Run 1, cells colored by class:
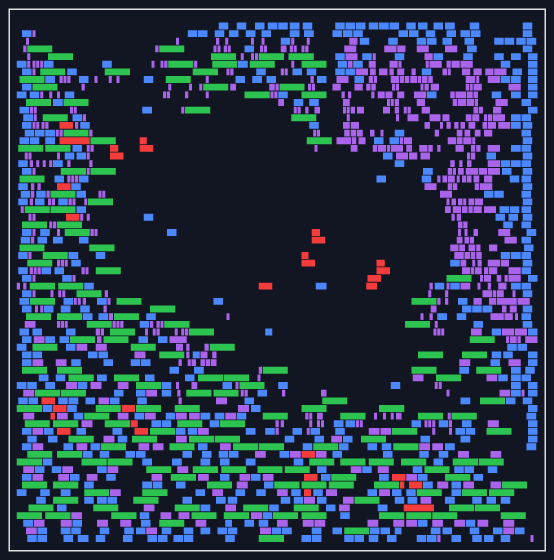
Run 1, signal wires by layer:
Scale bar: 50 µm.
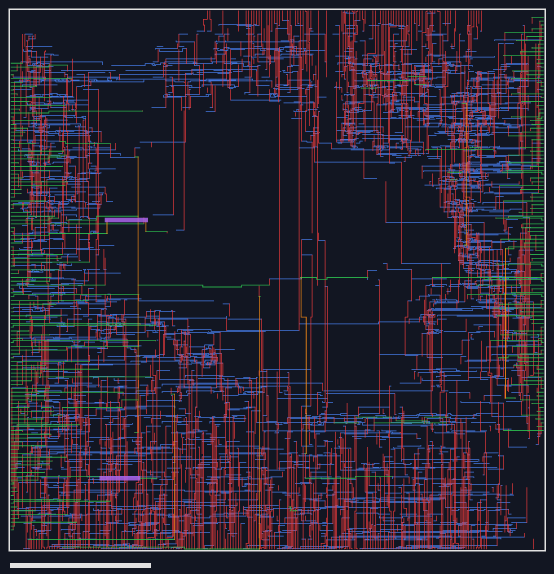
Run 1, clock distribution:
Scale bar: 50 µm.
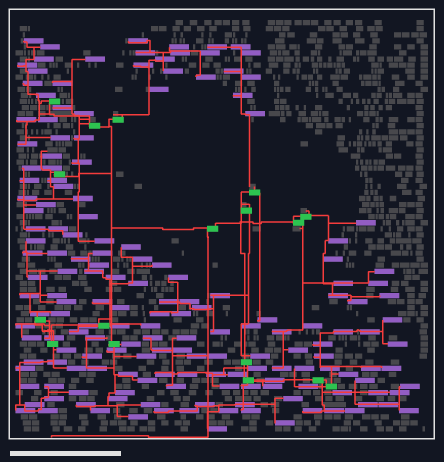
[src/rtl/ibex_pkg.sv]
// Shared types for the multiply/divide issue driver: operator encoding,
// driver FSM states and watchdog counter width.
package ibex_pkg;

  typedef enum logic [1:0] {
    MD_OP_MULL = 2'b00,
    MD_OP_MULH = 2'b01,
    MD_OP_DIV  = 2'b10,
    MD_OP_REM  = 2'b11
  } md_op_e;

  typedef enum logic [1:0] {
    MDD_IDLE,
    MDD_BUSY,
    MDD_RESP
  } md_drv_state_e;

  localparam int unsigned MD_DRV_CNT_W = 8;

endpackage

[src/rtl/ibex_multdiv_driver_if.sv]
// Request/response channels between an issuer (ID stage or BIST sequencer)
// and the multdiv driver.
interface ibex_multdiv_driver_if;
  import ibex_pkg::*;

  logic        req_valid;
  logic        req_ready;
  md_op_e      req_op;
  logic [1:0]  req_signed_mode;
  logic [31:0] req_op_a;
  logic [31:0] req_op_b;
  logic        req_data_ind_timing;

  logic        rsp_valid;
  logic        rsp_ready;
  logic [31:0] rsp_result;
  logic        rsp_error;

  modport master (
    output req_valid, req_op, req_signed_mode, req_op_a, req_op_b,
           req_data_ind_timing, rsp_ready,
    input  req_ready, rsp_valid, rsp_result, rsp_error
  );

  modport slave (
    input  req_valid, req_op, req_signed_mode, req_op_a, req_op_b,
           req_data_ind_timing, rsp_ready,
    output req_ready, rsp_valid, rsp_result, rsp_error
  );

endinterface

[src/rtl/ibex_multdiv_drv_watchdog.sv]
// BUSY-cycle watchdog for the multdiv driver; only built when
// MULTDIV_DRV_TIMEOUT_EN is defined.
`ifdef MULTDIV_DRV_TIMEOUT_EN
module ibex_multdiv_drv_watchdog
  import ibex_pkg::*;
#(
  parameter int unsigned TIMEOUT_CYCLES = 48
) (
  input  logic clk_i,
  input  logic rst_ni,
  input  logic clear_i,
  input  logic count_i,
  output logic expired_o
);

  localparam logic [MD_DRV_CNT_W-1:0] LastCnt = MD_DRV_CNT_W'(TIMEOUT_CYCLES - 1);

  logic [MD_DRV_CNT_W-1:0] cnt_q;

  // Fires in the last permitted BUSY cycle, so the abort edge is the
  // TIMEOUT_CYCLES-th cycle without a result.
  assign expired_o = count_i && (cnt_q == LastCnt);

  always_ff @(posedge clk_i or negedge rst_ni) begin
    if (!rst_ni) begin
      cnt_q <= '0;
    end else if (clear_i) begin
      cnt_q <= '0;
    end else if (count_i) begin
      cnt_q <= cnt_q + 1'b1;
    end
  end

endmodule
`endif

[src/rtl/ibex_multdiv_driver.sv]
// Issue-side driver for the fast multdiv unit: latches one request, owns the
// intermediate registers and the shared adder, returns the unit's result.
// Optional BUSY watchdog and sticky fault: define MULTDIV_DRV_TIMEOUT_EN.
module ibex_multdiv_driver
  import ibex_pkg::*;
#(
  parameter int unsigned TIMEOUT_CYCLES = 48
) (
  input  logic                 clk_i,
  input  logic                 rst_ni,
  ibex_multdiv_driver_if.slave bus,
  output logic                 fault_o,
  output logic                 md_mult_en_o,
  output logic                 md_div_en_o,
  output logic                 md_mult_sel_o,
  output logic                 md_div_sel_o,
  output md_op_e               md_operator_o,
  output logic [1:0]           md_signed_mode_o,
  output logic [31:0]          md_op_a_o,
  output logic [31:0]          md_op_b_o,
  output logic                 md_data_ind_timing_o,
  input  logic [32:0]          md_alu_operand_a_i,
  input  logic [32:0]          md_alu_operand_b_i,
  output logic [33:0]          md_alu_adder_ext_o,
  output logic [31:0]          md_alu_adder_o,
  output logic                 md_equal_to_zero_o,
  input  logic [31:0]          md_result_i,
  input  logic                 md_valid_i,
  input  logic [33:0]          md_imd_val_d_i [2],
  input  logic [1:0]           md_imd_val_we_i,
  output logic [33:0]          md_imd_val_q_o [2]
);

  if (TIMEOUT_CYCLES < 40 || TIMEOUT_CYCLES > 255) begin : g_bad_timeout
    $error("TIMEOUT_CYCLES must be in 40..255");
  end

  md_drv_state_e state_q;
  logic          req_ready_q, rsp_valid_q, rsp_error_q, fault_q;
  logic [31:0]   rsp_result_q;
  logic          mult_en_q, div_en_q;
  logic          accept;
  logic          timeout_hit;

  assign accept = bus.req_valid && req_ready_q;

`ifdef MULTDIV_DRV_TIMEOUT_EN
  logic busy_wait;
  assign busy_wait = (state_q == MDD_BUSY) && !md_valid_i;

  ibex_multdiv_drv_watchdog #(
    .TIMEOUT_CYCLES(TIMEOUT_CYCLES)
  ) u_watchdog (
    .clk_i     (clk_i),
    .rst_ni    (rst_ni),
    .clear_i   (accept),
    .count_i   (busy_wait),
    .expired_o (timeout_hit)
  );
`else
  assign timeout_hit = 1'b0;
`endif

  assign md_alu_adder_ext_o = {1'b0, md_alu_operand_a_i} + {1'b0, md_alu_operand_b_i};
  assign md_alu_adder_o     = md_alu_adder_ext_o[32:1];
  assign md_equal_to_zero_o = (md_op_b_o == '0);

  // NOTE: only two entries, so they are reset like ordinary flops; a real
  // memory array would normally be left without reset.
  always_ff @(posedge clk_i or negedge rst_ni) begin
    if (!rst_ni) begin
      for (int i = 0; i < 2; i++) md_imd_val_q_o[i] <= '0;
    end else begin
      for (int i = 0; i < 2; i++) begin
        if (md_imd_val_we_i[i]) md_imd_val_q_o[i] <= md_imd_val_d_i[i];
      end
    end
  end

  // NOTE: non-blocking assignments throughout, so every register samples
  // the pre-edge value of the others regardless of statement order.
  always_ff @(posedge clk_i or negedge rst_ni) begin
    if (!rst_ni) begin
      state_q              <= MDD_IDLE;
      req_ready_q          <= 1'b0;
      rsp_valid_q          <= 1'b0;
      rsp_error_q          <= 1'b0;
      rsp_result_q         <= '0;
      fault_q              <= 1'b0;
      mult_en_q            <= 1'b0;
      div_en_q             <= 1'b0;
      md_operator_o        <= MD_OP_MULL;
      md_signed_mode_o     <= '0;
      md_op_a_o            <= '0;
      md_op_b_o            <= '0;
      md_data_ind_timing_o <= 1'b0;
    end else begin
      case (state_q)
        MDD_IDLE: begin
          // A faulted unit is in an unknown state, so stop accepting work.
          req_ready_q <= !fault_q;
          if (accept) begin
            req_ready_q          <= 1'b0;
            md_operator_o        <= bus.req_op;
            md_signed_mode_o     <= bus.req_signed_mode;
            md_op_a_o            <= bus.req_op_a;
            md_op_b_o            <= bus.req_op_b;
            md_data_ind_timing_o <= bus.req_data_ind_timing;
            mult_en_q            <= !bus.req_op[1];
            div_en_q             <= bus.req_op[1];
            state_q              <= MDD_BUSY;
          end
        end
        MDD_BUSY: begin
          // Enable stays high through the valid cycle so the unit can
          // return to its own idle state.
          if (md_valid_i || timeout_hit) begin
            mult_en_q    <= 1'b0;
            div_en_q     <= 1'b0;
            rsp_valid_q  <= 1'b1;
            rsp_result_q <= md_valid_i ? md_result_i : '0;
            rsp_error_q  <= timeout_hit;
            fault_q      <= fault_q | timeout_hit;
            state_q      <= MDD_RESP;
          end
        end
        MDD_RESP: begin
          if (bus.rsp_ready) begin
            rsp_valid_q <= 1'b0;
            req_ready_q <= !fault_q;
            state_q     <= MDD_IDLE;
          end
        end
        default: state_q <= MDD_IDLE;
      endcase
    end
  end

  assign bus.req_ready  = req_ready_q;
  assign bus.rsp_valid  = rsp_valid_q;
  assign bus.rsp_result = rsp_result_q;
  assign bus.rsp_error  = rsp_error_q;
  assign fault_o        = fault_q;
  assign md_mult_en_o   = mult_en_q;
  assign md_mult_sel_o  = mult_en_q;
  assign md_div_en_o    = div_en_q;
  assign md_div_sel_o   = div_en_q;

endmodule

[src/flat_wrapper.sv]
// flat-port wrapper written by rule: the top's interface ports become plain ports
module ibex_multdiv_driver_flat import ibex_pkg::*;
#(
  parameter int unsigned TIMEOUT_CYCLES = 48
)
  (clk_i, rst_ni, fault_o, md_mult_en_o, md_div_en_o, md_mult_sel_o, md_div_sel_o, md_operator_o, md_signed_mode_o, md_op_a_o, md_op_b_o, md_data_ind_timing_o, md_alu_operand_a_i, md_alu_operand_b_i, md_alu_adder_ext_o, md_alu_adder_o, md_equal_to_zero_o, md_result_i, md_valid_i, md_imd_val_d_i, md_imd_val_we_i, md_imd_val_q_o, bus_req_valid, bus_req_op, bus_req_signed_mode, bus_req_op_a, bus_req_op_b, bus_req_data_ind_timing, bus_rsp_ready, bus_req_ready, bus_rsp_valid, bus_rsp_result, bus_rsp_error);
  ibex_multdiv_driver_if bus_i ();
  input  logic clk_i;
  input  logic rst_ni;
  output logic fault_o;
  output logic md_mult_en_o;
  output logic md_div_en_o;
  output logic md_mult_sel_o;
  output logic md_div_sel_o;
  output md_op_e md_operator_o;
  output logic [1:0] md_signed_mode_o;
  output logic [31:0] md_op_a_o;
  output logic [31:0] md_op_b_o;
  output logic md_data_ind_timing_o;
  input  logic [32:0] md_alu_operand_a_i;
  input  logic [32:0] md_alu_operand_b_i;
  output logic [33:0] md_alu_adder_ext_o;
  output logic [31:0] md_alu_adder_o;
  output logic md_equal_to_zero_o;
  input  logic [31:0] md_result_i;
  input  logic md_valid_i;
  input  logic [33:0] md_imd_val_d_i[2];
  input  logic [1:0] md_imd_val_we_i;
  output logic [33:0] md_imd_val_q_o[2];
  input wire logic [$bits(bus_i.req_valid)-1:0] bus_req_valid;
  input wire logic [$bits(bus_i.req_op)-1:0] bus_req_op;
  input wire logic [$bits(bus_i.req_signed_mode)-1:0] bus_req_signed_mode;
  input wire logic [$bits(bus_i.req_op_a)-1:0] bus_req_op_a;
  input wire logic [$bits(bus_i.req_op_b)-1:0] bus_req_op_b;
  input wire logic [$bits(bus_i.req_data_ind_timing)-1:0] bus_req_data_ind_timing;
  input wire logic [$bits(bus_i.rsp_ready)-1:0] bus_rsp_ready;
  output wire logic [$bits(bus_i.req_ready)-1:0] bus_req_ready;
  output wire logic [$bits(bus_i.rsp_valid)-1:0] bus_rsp_valid;
  output wire logic [$bits(bus_i.rsp_result)-1:0] bus_rsp_result;
  output wire logic [$bits(bus_i.rsp_error)-1:0] bus_rsp_error;
  assign bus_i.req_valid = bus_req_valid;
  assign bus_i.req_op = bus_req_op;
  assign bus_i.req_signed_mode = bus_req_signed_mode;
  assign bus_i.req_op_a = bus_req_op_a;
  assign bus_i.req_op_b = bus_req_op_b;
  assign bus_i.req_data_ind_timing = bus_req_data_ind_timing;
  assign bus_i.rsp_ready = bus_rsp_ready;
  assign bus_req_ready = bus_i.req_ready;
  assign bus_rsp_valid = bus_i.rsp_valid;
  assign bus_rsp_result = bus_i.rsp_result;
  assign bus_rsp_error = bus_i.rsp_error;
  ibex_multdiv_driver #(.TIMEOUT_CYCLES(TIMEOUT_CYCLES)) u_core (.clk_i(clk_i), .rst_ni(rst_ni), .bus(bus_i), .fault_o(fault_o), .md_mult_en_o(md_mult_en_o), .md_div_en_o(md_div_en_o), .md_mult_sel_o(md_mult_sel_o), .md_div_sel_o(md_div_sel_o), .md_operator_o(md_operator_o), .md_signed_mode_o(md_signed_mode_o), .md_op_a_o(md_op_a_o), .md_op_b_o(md_op_b_o), .md_data_ind_timing_o(md_data_ind_timing_o), .md_alu_operand_a_i(md_alu_operand_a_i), .md_alu_operand_b_i(md_alu_operand_b_i), .md_alu_adder_ext_o(md_alu_adder_ext_o), .md_alu_adder_o(md_alu_adder_o), .md_equal_to_zero_o(md_equal_to_zero_o), .md_result_i(md_result_i), .md_valid_i(md_valid_i), .md_imd_val_d_i(md_imd_val_d_i), .md_imd_val_we_i(md_imd_val_we_i), .md_imd_val_q_o(md_imd_val_q_o));
endmodule
[config.mk]
export PLATFORM = sky130hd
export DESIGN_NAME = ibex_multdiv_driver_flat
export DESIGN_NICKNAME = d
export VERILOG_FILES = /design/src/rtl/ibex_pkg.sv /design/src/rtl/ibex_multdiv_driver_if.sv /design/src/rtl/ibex_multdiv_drv_watchdog.sv /design/src/rtl/ibex_multdiv_driver.sv /design/src/flat_wrapper.sv
export SDC_FILE = /design/constraint.sdc
export NUM_CORES = 1
export LEC_CHECK = 0
export CORE_AREA = 2 2 188 190
export CTS_BUF_LIST = sky130_fd_sc_hd__clkbuf_2 sky130_fd_sc_hd__clkbuf_4 sky130_fd_sc_hd__clkbuf_8
export DETAILED_ROUTE_END_ITERATION = 7
export DIE_AREA = 0 0 190 192
export GPL_ROUTABILITY_DRIVEN = 0
export SETUP_SLACK_MARGIN = 0.05
export SLEW_MARGIN = 20
export SYNTH_ARGS = -nofsm -noshare
export SYNTH_HDL_FRONTEND = slang
export SYNTH_SLANG_ARGS = --single-unit
[constraint.sdc]
create_clock -name clk_i -period 7.1 [get_ports clk_i]
set_input_delay 1.42 -clock clk_i [delete_from_list [all_inputs] [get_ports clk_i]]
set_output_delay 1.42 -clock clk_i [all_outputs]
set_load 0.005 [all_outputs]
==> results.txt, run 1 <==
run metrics: Simple-Gate Fraction of Synth Area=0.149, Hold Path Depth=2, Root Buffer=clkbuf_8, Top power group=combinational logic, # setup viols final=0, tapcell count=approximately 460, mux share=0.131, XOR/XNOR Area Share=0.0286, Pwr Total=4.13 mW, first-pass GRT wire length=~47000 µm, total die size=36500 µm², Hold Violations, Final=0, CP Launch Type=input pin, Mapped Area=8580 µm², Yosys cell types=54, clk_buf instances=20, Reg clk slew, reported paths=about 0.090 ns, most frequent cells in the layout=clkdlybuf4s50_1 (482), nand2_1 (229), dfrtp_1 (175), mux2_2 (100), ha_1 (33), FF-to-FF End=u_core.md_op_a_o[31], Max VDD drop=220 µV, ys cells=825, pwr dens=between 200 and 300 nW/µm², Post-Syn Instances=slightly above 800, sequential cell count=175, HP Start=u_core.md_op_a_o[3], register area=around 4400 µm², CTS max path bufs=2, Worst Setup EP=md_alu_adder_o[29], Comb power frac=0.447, Data buffer area share=0.347, area added between synthesis and finish=63.9%, largest net degree at the start of global routing=97, DR iter-0 viols=312, # IOs=roughly 500, Finished Core Util=0.410, Sw Share=0.329, combinational cell power=1.85 mW, post-CTS setup buffer count=0, antenna-violating nets left=0, fin. max-slew vios=0, floorplan utilization=0.250, non-filler cells, final=1735, share of cells above drive strength 1=0.116, adder share=0.0505, hold slack=0.480 ns, main logic family after synthesis=simple AND/OR/NAND/NOR gates, MI comb cells=575, RSZ-0062 raised after global routing=false, setup slack after layout=0.968 ns, Fmax achieved=163 MHz, CP Launch Point=md_alu_operand_a_i[0], Hold Path Class=reg2reg, CTS buffer count=17, Net Sw Power=1.36 mW, Most common reg cell=dfrtp_1, FF-to-FF path depth=5, Placed Instances=1703, Vert. Die Dim=between 150 and 200 µm, Int Power=2.77 mW, Antenna Cells=1, initial antenna violation count=3, worst r2r src=u_core.state_q[0], H-tree levels=4, Relative slew margins=0.380, Logic area=~3800 µm², R2R Setup Slk=5.00 ns, CTS Hold Bufs=0, ao+oa area frac=0.0806, Worst Hold End=u_core.md_op_a_o[3], min Tclk post-route=just over 6 ns, Max-area cell share=0.510, largest area contributor in the netlist=dfrtp_1, Worst Setup End Kind=output pin, CTS sink count=175, yosys warning tally=0, Req. time, crit path=around 5.7 ns, CTS tree=done, most frequent logic cell in the layout=clkdlybuf4s50_1, Max FO, Critical Path=4, Horiz. Die Dim=~190 µm, syn_area_per_cell=about 10 µm², inverter count=10, Leak Pwr=approximately 6.1 nW, Non-CTS buffers=between 400 and 500, row count=68, status=completed, Synth flops=about 180, residual DRC count=0, tool warning count=26
## Picture notes: 'cells colored by class'
- red: clock drivers and dummy loads (cells 31)
- green: flip-flops (cells 175)
- blue: other buffers and delay cells (cells 488)
- purple: all other logic (cells 585)
core area: 34300 µm²
Seq/total area: 0.311

## Picture notes: 'signal wires by layer'
- red: met2 (wire length 16100 µm)
- green: met3 (wire length 2910 µm)
- orange: met4 (wire length 417 µm)
- blue: met1 (wire length 11900 µm)
- purple: met5 (wire length 26.7 µm)
Routed WL: 31400 µm
GRT Total Usage: 0.170
Vias: 7667
WL/cell: 18.1 µm

## Picture notes: 'clock distribution'
- red: clock wires (length 2670 µm)
- green: cells driving clock nets (count 17)
- purple: flip-flops (count 175)
- routed clock nets: 18
clock-net power: 0.732 mW
Clk Latency, worst-skew pair: 0.48 ns
Clock power frac: 0.177
clk_skew: 0.0179 ns

-- run 1: critical path, stage by stage --
cell and delay [ns]:
clkdlybuf4s50_1 0.46, ha_1 0.20, inv_1 0.07, fa_1 0.44
nor2b_4 0.14, o31a_1 0.17, o211a_1 0.22, o211ai_2 0.13
a21oi_1 0.34, o2111ai_1 0.19, a21oi_1 0.21, xor2_1 0.20
clkdlybuf4s50_1 0.53
-- run 1: cells in the mapped netlist, types with 2 or more instances --
cell type and n:
nand2b_1 3, a21oi_1 32, nor2_1 30, and3_1 9, a31oi_1 4, inv_1 10, o21a_1 4, nor3_1 2
nor4_1 8, o211a_1 2, a2111oi_0 2, a211oi_2 2, buf_4 36, o21ai_0 22, o21bai_1 7, nand2_1 229
ha_1 33, a211oi_1 4, nand3_1 9, mux2_2 100, nor2b_1 2, nand4_1 3, and2_1 3, xnor2_1 21
or3_1 3, a21o_1 8, clkbuf_1 30, xor2_1 7, dfrtp_1 175
-- run 1: state kept, by name (all words and copies together) (netlist names) --
| register | flops |
|---|---|
| u_core.md_op_b_o | 32 |
| u_core.md_div_en_o | 1 |
| u_core.md_operator_o | 2 |
| u_core.md_mult_en_o | 1 |
| u_core.bus.rsp_valid | 1 |
| u_core.bus.rsp_result | 32 |
| u_core.md_data_ind_timing_o | 1 |
| u_core.md_imd_val_q_o | 68 |
| u_core.md_signed_mode_o | 2 |
| u_core.bus.req_ready | 1 |
| u_core.state_q | 2 |
| u_core.md_op_a_o | 32 |
-- run 1: layer usage --
layer / global-route usage / wire, µm / part of all wire
met5: 0 / 26 / 0.00083
met4: 0.0474 / 416 / 0.013
met3: 0.0629 / 2910 / 0.093
met2: 0.307 / 16100 / 0.51
met1: 0.186 / 11900 / 0.38
## Run 2: what changed since run 1
--- a/config.mk
+++ b/config.mk
@@ -5,10 +5,10 @@
 export SDC_FILE = /design/constraint.sdc
 export NUM_CORES = 1
 export LEC_CHECK = 0
-export CORE_AREA = 2 2 188 190
+export CORE_AREA = 2 2 189 191
 export CTS_BUF_LIST = sky130_fd_sc_hd__clkbuf_2 sky130_fd_sc_hd__clkbuf_4 sky130_fd_sc_hd__clkbuf_8
 export DETAILED_ROUTE_END_ITERATION = 7
-export DIE_AREA = 0 0 190 192
+export DIE_AREA = 0 0 191 193
 export GPL_ROUTABILITY_DRIVEN = 0
 export SETUP_SLACK_MARGIN = 0.05
 export SLEW_MARGIN = 20
==> constraint.sdc (replaced) <==
create_clock -name clk_i -period 5.9 [get_ports clk_i]
set_input_delay 1.18 -clock clk_i [delete_from_list [all_inputs] [get_ports clk_i]]
set_output_delay 1.18 -clock clk_i [all_outputs]
set_load 0.005 [all_outputs]
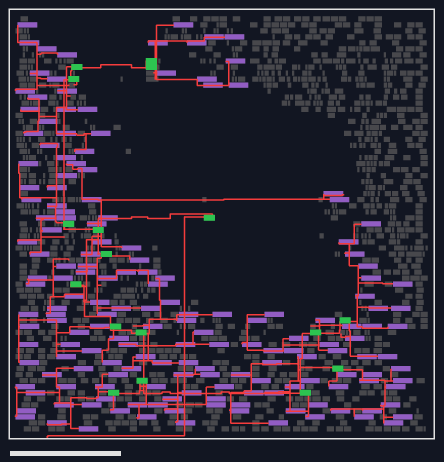
Run 2: clock distribution
Scale bar: 50 µm.
clock-net power: 0.819 mW
Clock power frac: 0.167
Clk Latency, worst-skew pair: 0.50 ns

==> results.txt, run 2 <==
run metrics: most frequent cells in the layout=clkdlybuf4s50_1 (482), nand2_1 (229), dfrtp_1 (175), mux2_2 (100), ha_1 (33), first-pass GRT wire length=47300 µm, register area=4380 µm², Synth flops=175, CTS max path bufs=2, syn_area_per_cell=10.4 µm², Post-Syn Instances=825, Relative slew margins=0.363, RSZ-0062 raised after global routing=false, max reg flops=just under 70, met3 Usage GRT=0.0646, Placed Instances=1710, Logic area=approximately 3800 µm², top post-synthesis cells by count=nand2_1 (229), dfrtp_1 (175), mux2_2 (100), min Tclk post-route=5.67 ns, met2 WL=about 16000 µm, CTS tree=done, CTS buffer count=17, most frequent logic cell in the layout=clkdlybuf4s50_1, slowest stage delay, CP=around 0.54 ns, CP Launch Point=md_alu_operand_b_i[0], initial antenna violation count=1, yosys warning tally=0, largest area contributor in the netlist=dfrtp_1, status=completed, Buf/Inv on CP=3, setup slack after layout=0.225 ns, core area=35000 µm², Hold Path Class=reg2reg, Worst Setup End Kind=output pin, M1 WL=approximately 13000 µm, Hold Violations, Final=0, non-filler cells, final=about 1700, Most common reg cell=dfrtp_1, Int Power=between 3 and 4 mW, post-CTS setup buffer count=0, Vias=7713, Sw Share=0.335, hold slack=~0.48 ns, pwr dens=349 nW/µm², Finished Core Util=0.402, met3 wire length=2870 µm, global route hottest layer=met2, DR iter-0 viols=255, Fmax achieved=176 MHz, combinational cell power=2.21 mW, row count=slightly below 70, Max Used Layer=met4, Routed WL=~32000 µm, Pwr Total=approximately 4.9 mW, Net Sw Power=around 1.6 mW, Top Family by Delay on Critical Path=AND-OR/OR-AND gates, flip-flops with a built-in enable=0, largest net degree at the start of global routing=89, Max-area cell share=0.510, Top reg by flops=u_core.md_imd_val_q_o, area added between synthesis and finish=63.7%, Congestion Overflow GR=0, met2 Usage GRT=0.295, CTS sink count=175, floorplan utilization=0.245, share of cells above drive strength 1=0.117, Horiz. Die Dim=191 µm, FF-to-FF End=u_core.md_op_b_o[23], Req. time, crit path=4.72 ns, critical-path cell list=clkdlybuf4s50_1, ha_1, inv_1, fa_1, nor2b_4, o31a_1, o211a_1, o211ai_2, a21oi_1, o2111ai_1, a21oi_1, xor2_1, clkdlybuf4s50_1, FF-to-FF path depth=5, H-tree levels=4, cell count along the critical path=13, GRT Total Usage=0.171, # IOs=486, most instantiated library cell after synthesis=nand2_1, Leak Pwr=6.07 nW, CP Launch Type=input pin, fin. max-slew vios=0, Max FO, Critical Path=4, CTS Hold Bufs=0, tool warning count=26, Vert. Die Dim=193 µm, Comb power frac=0.451, worst r2r src=u_core.state_q[0], Yosys cell types=54, ys cells=825, met1 global-route usage=0.197, Worst path slowest cell=clkdlybuf4s50_1, Worst Setup EP=md_alu_adder_o[29], clk_skew=roughly 0.021 ns, Reg clk slew, reported paths=0.08 ns, Nets=around 1500, Mapped Area=~8600 µm², Root Buffer=clkbuf_8, first drt pass iteration count=7
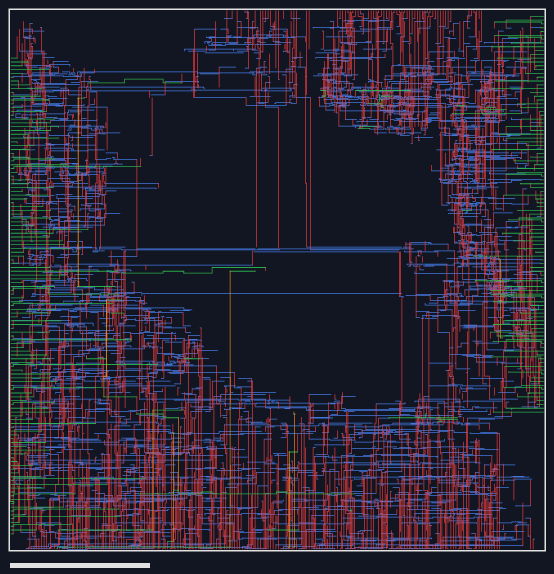
Run 2: signal wires by layer
Scale bar: 50 µm.
- blue: met1 (wire length 12700 µm)
- green: met3 (wire length 2870 µm)
- red: met2 (wire length 15800 µm)
- orange: met4 (wire length 421 µm)

## run 2: cell types whose count changed in the layout (fill, tap and decap cells not counted)
| cell | change |
|---|---|
| clkbuf_4 | +4 |
| buf_4 | +2 |
| bufinv_16 | -2 |
| diode_2 | +2 |
| buf_6 | -1 |
| clkbuf_8 | -1 |
| clkinv_2 | -1 |
| clkinv_8 | +1 |
| clkinvlp_4 | +1 |
| inv_6 | -1 |
## run 2: kinds of logic (layout without fill, tap and decap cells)
logic type,Yosys count,in the layout,synth area share
fa+ha+maj,34,34,0.0505
flops,175,175,0.510
xor+xnor,28,28,0.0286
mux,100,100,0.131
simple gates,307,307,0.149
buf+inv,76,531,0.0490
other cells,1,5,0.000437
compound gates,104,104,0.0806
## run 2: final cells by class
class	count	area share
clock inverter	9	0.00570
multi-input combinational	575	0.270
antenna	3	0.000534
inverter	10	0.00267
clock buffer	23	0.0203
sequential	175	0.312
tap	461	0.0411
timing repair buffer	489	0.347
## run 2: how the worst min path moves through the flow
stage / startpoint / endpoint / slack (ns) / cells past startpoint
4_1_cts: u_core.md_op_a_o[1] / u_core.md_op_a_o[1] / 0.49 / 2
2_1_floorplan: u_core.md_data_ind_timing_o / u_core.md_data_ind_timing_o / 0.47 / 2
3_3_place_gp: u_core.md_op_a_o[19] / u_core.md_op_a_o[19] / 0.46 / 2
3_5_place_dp: u_core.md_op_a_o[16] / u_core.md_op_a_o[16] / 0.46 / 2
5_1_grt: u_core.md_op_a_o[3] / u_core.md_op_a_o[3] / 0.50 / 2
6_report: u_core.md_op_a_o[28] / u_core.md_op_a_o[28] / 0.48 / 2
## run 2: worst register-to-register path, cell delays in order (launching register included)
cell and delay, ns:
dfrtp_1 0.46, nor2_1 0.23, and3_2 0.87, buf_4 0.45
nand2_1 0.16, nand2_1 0.08
## Run 3: what changed since run 2
--- a/config.mk
+++ b/config.mk
@@ -10,6 +10,7 @@
 export DETAILED_ROUTE_END_ITERATION = 7
 export DIE_AREA = 0 0 191 193
 export GPL_ROUTABILITY_DRIVEN = 0
+export REMOVE_ABC_BUFFERS = 1
 export SETUP_SLACK_MARGIN = 0.05
 export SLEW_MARGIN = 20
 export SYNTH_ARGS = -nofsm -noshare
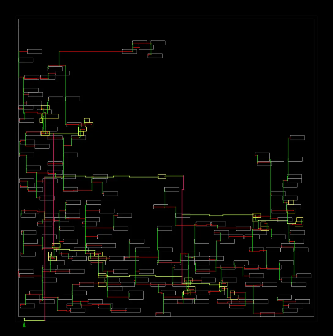
Run 3: the clock network
clk_buf instances: 18
CTS sink count: 175
clock-net power: 0.883 mW

==> results.txt, run 3 <==
run metrics: status=completed, Finished Core Util=0.403, Post-Syn Instances=825, largest area contributor in the netlist=dfrtp_1, floorplan utilization=0.245, Top Family by Delay on Critical Path=AND-OR/OR-AND gates, total die size=36900 µm², Seq pwr share=0.377, CTS max path bufs=2, Max VDD drop=~260 µV, Slew @ Worst Pin=0.936 ns, Pwr Total=~5.0 mW, combinational cell power=2.21 mW, CP Launch Point=md_alu_operand_a_i[0], Horiz. Die Dim=191 µm, PortBufs=483, Max-Cap Viols=0, ys cells=825, Seq. pwr=1.88 mW, RSZ-0062 raised after global routing=false, Max-area cell share=0.510, Leak Pwr=6.09 nW, Comb power frac=0.445, Worst Path Arrival=~4.4 ns, setup TNS=0 ns, initial antenna violation count=6, Yosys cell types=54, residual DRC count=0, core area=roughly 35000 µm², slowest stage delay, CP=around 0.55 ns, Final Cell Area=approximately 14000 µm², Fill cells=3453, largest net degree at the start of global routing=approximately 82, Nets=around 1500, hold slack=0.476 ns, Relative slew margins=0.376, row count=just under 70, non-filler cells, final=~1700, area added between synthesis and finish=64.2%, Net Sw Power=roughly 1.7 mW, most frequent cells in the layout=clkdlybuf4s50_1 (482), nand2_1 (229), dfrtp_1 (175), mux2_2 (100), ha_1 (33), max reg flops=about 68, synthesized chip area reported by yosys=8580 µm², CTS buffer count=17, flip-flops with a built-in enable=0, global route hottest layer=met2, Hold Violations, Final=0, Int Power=roughly 3.3 mW, syn_area_per_cell=10.4 µm², most instantiated library cell after synthesis=nand2_1, Vias/cell=4.37, Clk Latency, worst-skew pair=0.47 ns, Req. time, crit path=4.72 ns, pwr dens=353 nW/µm², Root Buffer=clkbuf_8, CTS Hold Bufs=0, Post-DP HPWL=25000 µm, Top reg by flops=u_core.md_imd_val_q_o, Seq/Total Area, Yosys=0.510, critical path class=in2out, # setup viols final=0, CTS tree=done, CP Launch Type=input pin, DR iter-0 viols=280, setup slack after layout=around 0.28 ns, share of cells above drive strength 1=0.118, first-pass GRT wire length=around 47000 µm, Top area cell types=dfrtp_1 (51%), mux2_2 (13%), nand2_1 (10%), ha_1 (4.8%), buf_4 (3.1%), Mapped Area=8580 µm², Fmax achieved=~180 MHz, Vert. Die Dim=193 µm, Sw Share=0.332, Worst Setup End Kind=output pin, HP Start=u_core.md_op_a_o[17], tool warning count=25, top post-synthesis cells by count=nand2_1 (229), dfrtp_1 (175), mux2_2 (100), met2 WL=between 15000 and 20000 µm, Reg clk slew, reported paths=0.08 ns, antenna-violating nets left=0, most frequent logic cell in the layout=clkdlybuf4s50_1, met1 global-route usage=0.199, Async SR Flop Fraction=1.00, first drt pass iteration count=5, Worst path slowest cell=clkdlybuf4s50_1, Worst path most repeated cell=clkdlybuf4s50_1, critical-path cell list=clkdlybuf4s50_1, ha_1, inv_1, fa_1, nor2b_4, o31a_1, o211a_1, o211ai_2, a2111oi_1, or3_1, a21oi_2, xnor2_1, clkdlybuf4s50_1, fin. max-slew vios=0, Max FO, Critical Path=3, met2 Usage GRT=0.290, H-tree levels=4, Hold Path Class=reg2reg, Placed Instances=1710, yosys warning tally=0, Top power group=combinational logic, worst r2r src=u_core.state_q[0], met3 wire length=2450 µm, clk_skew=between 0.015 and 0.02 ns, M1 WL=12700 µm, min Tclk post-route=5.62 ns, post-CTS setup buffer count=0, # IOs=486, Clock power frac=0.178, Synth flops=175, Most common reg cell=dfrtp_1, Max Used Layer=met5, met3 Usage GRT=0.0594, Final Cycle Share=0.952, Congestion Overflow GR=0, Buf/Inv on CP=3
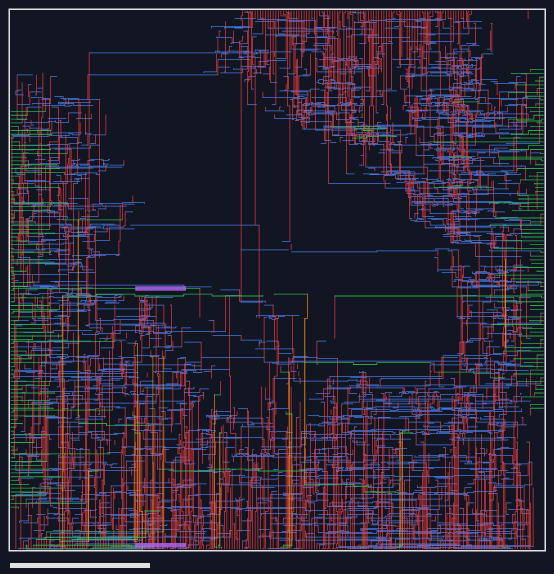
Run 3: signal wires by layer
Scale bar: 50 µm.
WL/cell: 18.2 µm
GRT Total Usage: 0.172
Routed WL: 31700 µm
Vias: 7626

-- run 3: cell count changes in the layout (fill, tap and decap cells not counted) --
cell,delta
a21oi_1,-1
bufinv_16,+2
clkinv_4,+3
inv_6,+1
clkinvlp_4,-2
a21oi_2,+1
clkbuf_4,-5
diode_2,+2
clkinv_2,+2
clkinv_8,-1
-- run 3: layout make-up --
cell class	instances	area (µm²)	share of cell area
Clock inverter	14	154	0.0109
Antenna cell	5	12.5	0.000888
Clock buffer	18	248	0.0176
Sequential cell	175	4380	0.311
Tap cell	461	577	0.0409
Multi-Input combinational cell	575	3800	0.270
Timing Repair Buffer	489	4880	0.346
Inverter	10	37.5	0.00266
-- run 3: final timing paths --
kind                                         to  slack [ns]  cells after the start
max in group asynchronous  u_core.md_op_b_o[27]        3.98                      2
hold / removal             u_core.md_op_a_o[17]        0.48                      2
hold reg to reg            u_core.md_op_a_o[17]        0.48                      2
min in group asynchronous  u_core.md_op_a_o[10]        0.72                      1
setup / recovery             md_alu_adder_o[31]        0.28                     13
setup reg to reg            u_core.md_op_a_o[9]        3.79                      5
-- run 3: kinds of logic (layout without fill, tap and decap cells) --
| kind of cell | count (synthesis) | in the layout | synth area share |
|---|---|---|---|
| flip-flops | 175 | 175 | 0.510 |
| AND/OR/NAND/NOR | 307 | 307 | 0.149 |
| buffers and inverters | 76 | 531 | 0.0490 |
| multiplexers | 100 | 100 | 0.131 |
| adder cells (fa/ha/maj) | 34 | 34 | 0.0505 |
| XOR/XNOR | 28 | 28 | 0.0286 |
| other | 1 | 7 | 0.000437 |
| AND-OR/OR-AND | 104 | 104 | 0.0806 |
-- run 3: what timing repair did --
action | 4_1_cts | 5_1_grt
resized | 0 | 1
endpoints found under the setup margin | 0 | 6
hold endpoints to repair | 0 | 0
No activity file was given, so power comes from the tool's default toggle rates.
